==> config.mk <==
export PLATFORM = sky130hd
export DESIGN_NAME = mix_columns_enc_flat
export DESIGN_NICKNAME = d
export VERILOG_FILES = /design/src/rtl/mix_columns_enc_pkg.sv /design/src/rtl/mix_columns_enc_if.sv /design/src/rtl/galois2.sv /design/src/rtl/mix_columns_enc_mix_coluna.sv /design/src/rtl/mix_columns_enc.sv /design/src/flat_wrapper.sv
export SDC_FILE = /design/constraint.sdc
export NUM_CORES = 1
export LEC_CHECK = 0
export CORE_ASPECT_RATIO = 0.8
export CORE_MARGIN = 5
export CORE_UTILIZATION = 35
export CTS_BUF_LIST = sky130_fd_sc_hd__clkbuf_4 sky130_fd_sc_hd__clkbuf_8 sky130_fd_sc_hd__clkbuf_16
export CTS_CLUSTER_DIAMETER = 100
export DETAILED_ROUTE_END_ITERATION = 16
export GPL_TIMING_DRIVEN = 0
export PLACE_DENSITY = 0.73
export REMOVE_ABC_BUFFERS = 1
export SYNTH_ARGS = -nofsm -noshare
export SYNTH_HDL_FRONTEND = slang
export SYNTH_SLANG_ARGS = --single-unit
==> constraint.sdc <==
create_clock -name clk -period 3.5 [get_ports clk]
set_input_delay 0.525 -clock clk [delete_from_list [all_inputs] [get_ports clk]]
set_output_delay 0.525 -clock clk [all_outputs]
set_load 0.02 [all_outputs]
==> src/rtl/mix_columns_enc_pkg.sv <==
// Shared constants and types for the AES forward MixColumns unit.
// The working state is one 128-bit register processed as four 32-bit columns.
package mix_columns_enc_pkg;

    localparam logic [7:0] AES_POLY = 8'h1B;
    localparam int         STATE_W  = 128;
    localparam int         COL_W    = 32;
    localparam int         NUM_COLS = STATE_W / COL_W;

    typedef logic [STATE_W-1:0] aes_state_t;
    typedef logic [COL_W-1:0]   aes_col_t;

    typedef enum logic [1:0] {
        IDLE = 2'd0,
        CALC = 2'd1,
        DONE = 2'd2
    } fsm_state_t;

endpackage

==> src/rtl/mix_columns_enc_if.sv <==
// Valid/ready state transfer bundle; the producer uses master, the consumer slave.
interface mix_columns_enc_if;
    import mix_columns_enc_pkg::*;

    logic       valid;
    logic       ready;
    aes_state_t state;

    modport master (
        output valid,
        output state,
        input  ready
    );

    modport slave (
        input  valid,
        input  state,
        output ready
    );

endinterface

==> src/rtl/galois2.sv <==
// GF(2^8) multiply-by-two (xtime) with the AES reduction polynomial.
module galois2
    import mix_columns_enc_pkg::*;
(
    input  logic [7:0] a,
    output logic [7:0] y
);

    assign y = {a[6:0], 1'b0} ^ (a[7] ? AES_POLY : 8'h00);

endmodule

==> src/rtl/mix_columns_enc_mix_coluna.sv <==
// One forward MixColumns column: circulant {02,03,01,01} over GF(2^8).
// Byte 0 of the column sits in the most significant bits.
module mix_coluna
    import mix_columns_enc_pkg::*;
(
    input  aes_col_t col,
    output aes_col_t mixed
);

    logic [3:0][7:0] a;
    logic [3:0][7:0] a2;
    logic [3:0][7:0] a3;

    assign a[0] = col[31:24];
    assign a[1] = col[23:16];
    assign a[2] = col[15:8];
    assign a[3] = col[7:0];

    for (genvar i = 0; i < 4; i++) begin : g_xtime
        galois2 u_galois2 (
            .a (a[i]),
            .y (a2[i])
        );
        assign a3[i] = a2[i] ^ a[i];
    end

    // Each output byte is a five-input XOR tree after the xtime stage.
    assign mixed[31:24] = a2[0] ^ a3[1] ^ a[2]  ^ a[3];
    assign mixed[23:16] = a[0]  ^ a2[1] ^ a3[2] ^ a[3];
    assign mixed[15:8]  = a[0]  ^ a[1]  ^ a2[2] ^ a3[3];
    assign mixed[7:0]   = a3[0] ^ a[1]  ^ a[2]  ^ a2[3];

endmodule

==> src/rtl/mix_columns_enc.sv <==
// Sequential AES MixColumns: accepts a state, mixes one column per cycle
// (column 0 first), then presents the result until downstream takes it.
module mix_columns_enc
    import mix_columns_enc_pkg::*;
(
    input  logic                     clk,
    input  logic                     rst_n,
    mix_columns_enc_if.slave         in_if,
    mix_columns_enc_if.master        out_if
);

    fsm_state_t state_q;
    fsm_state_t state_d;
    logic [1:0] col_q;
    logic [1:0] col_d;
    aes_state_t work_q;
    aes_state_t work_d;
    aes_col_t   col_cur;
    aes_col_t   col_mixed;

    // Handshake outputs depend on the FSM state alone.
    assign in_if.ready  = (state_q == IDLE);
    assign out_if.valid = (state_q == DONE);
    assign out_if.state = work_q;

    always_comb begin
        col_cur = work_q[127:96];
        case (col_q)
            2'd0: col_cur = work_q[127:96];
            2'd1: col_cur = work_q[95:64];
            2'd2: col_cur = work_q[63:32];
            2'd3: col_cur = work_q[31:0];
        endcase
    end

    mix_coluna u_mix_coluna (
        .col   (col_cur),
        .mixed (col_mixed)
    );

    always_comb begin
        state_d = state_q;
        col_d   = col_q;
        work_d  = work_q;
        case (state_q)
            IDLE: begin
                if (in_if.valid) begin
                    work_d  = in_if.state;
                    col_d   = 2'd0;
                    state_d = CALC;
                end
            end
            CALC: begin
                case (col_q)
                    2'd0: work_d[127:96] = col_mixed;
                    2'd1: work_d[95:64]  = col_mixed;
                    2'd2: work_d[63:32]  = col_mixed;
                    2'd3: work_d[31:0]   = col_mixed;
                endcase
                col_d = col_q + 2'd1;
                if (col_q == 2'd3) begin
                    state_d = DONE;
                end
            end
            DONE: begin
                if (out_if.ready) begin
                    state_d = IDLE;
                end
            end
            default: begin
                state_d = IDLE;
            end
        endcase
    end

    // Reset discards any partial result along with the FSM position.
    always_ff @(posedge clk or negedge rst_n) begin
        if (!rst_n) begin
            state_q <= IDLE;
            col_q   <= 2'd0;
            work_q  <= '0;
        end else begin
            state_q <= state_d;
            col_q   <= col_d;
            work_q  <= work_d;
        end
    end

endmodule

==> src/flat_wrapper.sv <==
// flat-port wrapper written by rule: the top's interface ports become plain ports
module mix_columns_enc_flat import mix_columns_enc_pkg::*;
  (clk, rst_n, in_if_valid, in_if_state, in_if_ready, out_if_valid, out_if_state, out_if_ready);
  mix_columns_enc_if in_if_i ();
  mix_columns_enc_if out_if_i ();
  input  logic clk;
  input  logic rst_n;
  input wire logic [$bits(in_if_i.valid)-1:0] in_if_valid;
  input wire logic [$bits(in_if_i.state)-1:0] in_if_state;
  output wire logic [$bits(in_if_i.ready)-1:0] in_if_ready;
  output wire logic [$bits(out_if_i.valid)-1:0] out_if_valid;
  output wire logic [$bits(out_if_i.state)-1:0] out_if_state;
  input wire logic [$bits(out_if_i.ready)-1:0] out_if_ready;
  assign in_if_i.valid = in_if_valid;
  assign in_if_i.state = in_if_state;
  assign in_if_ready = in_if_i.ready;
  assign out_if_valid = out_if_i.valid;
  assign out_if_state = out_if_i.state;
  assign out_if_i.ready = out_if_ready;
  mix_columns_enc u_core (.clk(clk), .rst_n(rst_n), .in_if(in_if_i), .out_if(out_if_i));
endmodule
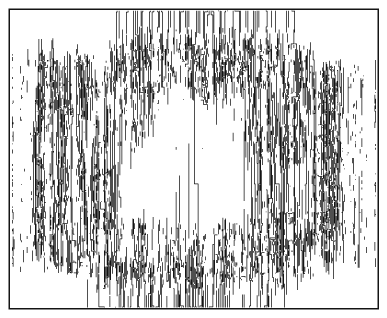
(metal 2)
(2 px per um)
nets with wire on the layer: 1083
main direction: vertical
longest straight run: 84.4 um
wire length on this layer: 15700 um
share of all routed wire: 43%
WL final: 36400 um
met2 global-route usage: 0.383
count of vias placed by the detailed router: 8812

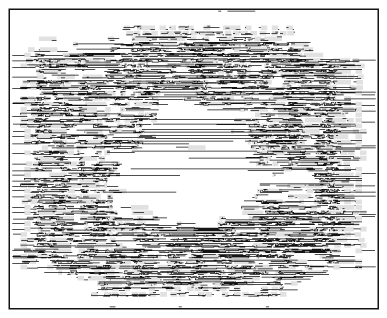
(M1 wires)
(2 px per um)
wire length on this layer: 15300 um
share of all routed wire: 42%
main direction: horizontal
nets with wire on the layer: 1144
M1 GR Usage: 0.363

==> deck_impl_summary.md <==
Implementation Results

Clock tree
  – Insertion delay of the later-clocked pin in the worst-skew pair: 0.42 ns
  – Clk Tree Root Cell: sky130_fd_sc_hd__clkbuf_16

Final timing
  – Setup Skew: 0.0118 ns
  – Worst Hold Margin: 0.0743 ns
  – Worst Slack Setup Final: ~0.12 ns

Synth
  – Cells after Synth: 905
  – Share of flip-flops with an asynchronous set or reset: 1.00
  – Count of state elements after synthesis: ~130
  – Count of different cell masters after synthesis: 39

Outcome
  – Status: complete, no violations

Route
  – Met3 layer wire length in the routed design: 4560 um
  – First DRT Iteration DRCs: 1031

Floorplan
  – Standard-cell row count: ~50

Global route
  – Largest net degree at the start of global routing: 71
  – Global-route wire length before repair: 54400 um

Placement
  – Number of port buffers: between 200 and 300

Critical path
  – Slowest stage cell, crit path: sky130_fd_sc_hd__ha_2
  – Worst stage delay on the critical path: 0.63 ns
  – R2r setup slk: 0.12 ns
  – Crit Path Max Fanout: 50
  – Launching point of the worst reg2reg path: u_core.col_q[0]

Flow run
  – Max cap viols: 0

Cells and area
  – Flip-flop count of the largest register, all copies and words added: around 130
  – Synth-to-layout area growth: 45.6%
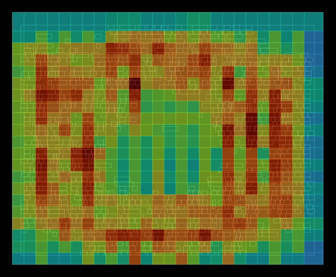
(routing congestion map)
met3 capacity usage during global routing: 0.0809
Finished Core Util: 0.522
routing layer with the top usage in global route: met2
WL/cell: 24.9 um
global-route usage over all layers: 0.258

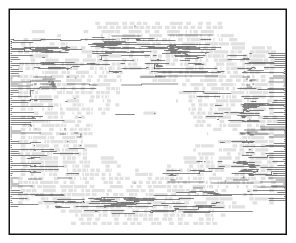
(M3 wires)
(1.5 px per um)
main direction: horizontal
longest straight run: 81.0 um
share of all routed wire: 13%
wire length on this layer: 4560 um
nets with wire on the layer: 277

-- cell type report --
class                   instances  area [um2]
multi-input cells             684        4910
clock buffers                  19         453
flip-flops and latches        132        3300
clock inverters                12         179
well taps                     312         390
inverters                       8        33.8
repair buffers                292        3030
fillers                      2104       11300
-- worst max path at each step --
stage | startpoint | endpoint | slack (ns) | depth (start not counted)
3_5_place_dp | in_if_valid | u_core.out_if.state[65] | -0.31 | 8
2_1_floorplan | u_core.col_q[0] | u_core.out_if.state[105] | -0.58 | 8
3_3_place_gp | rst_n | u_core.out_if.state[36] | -3.47 | 1
6_report | u_core.col_q[0] | u_core.out_if.state[105] | 0.12 | 9
5_1_grt | u_core.col_q[0] | u_core.out_if.state[97] | -0.002 | 9
4_1_cts | u_core.col_q[1] | u_core.out_if.state[91] | 0.11 | 8
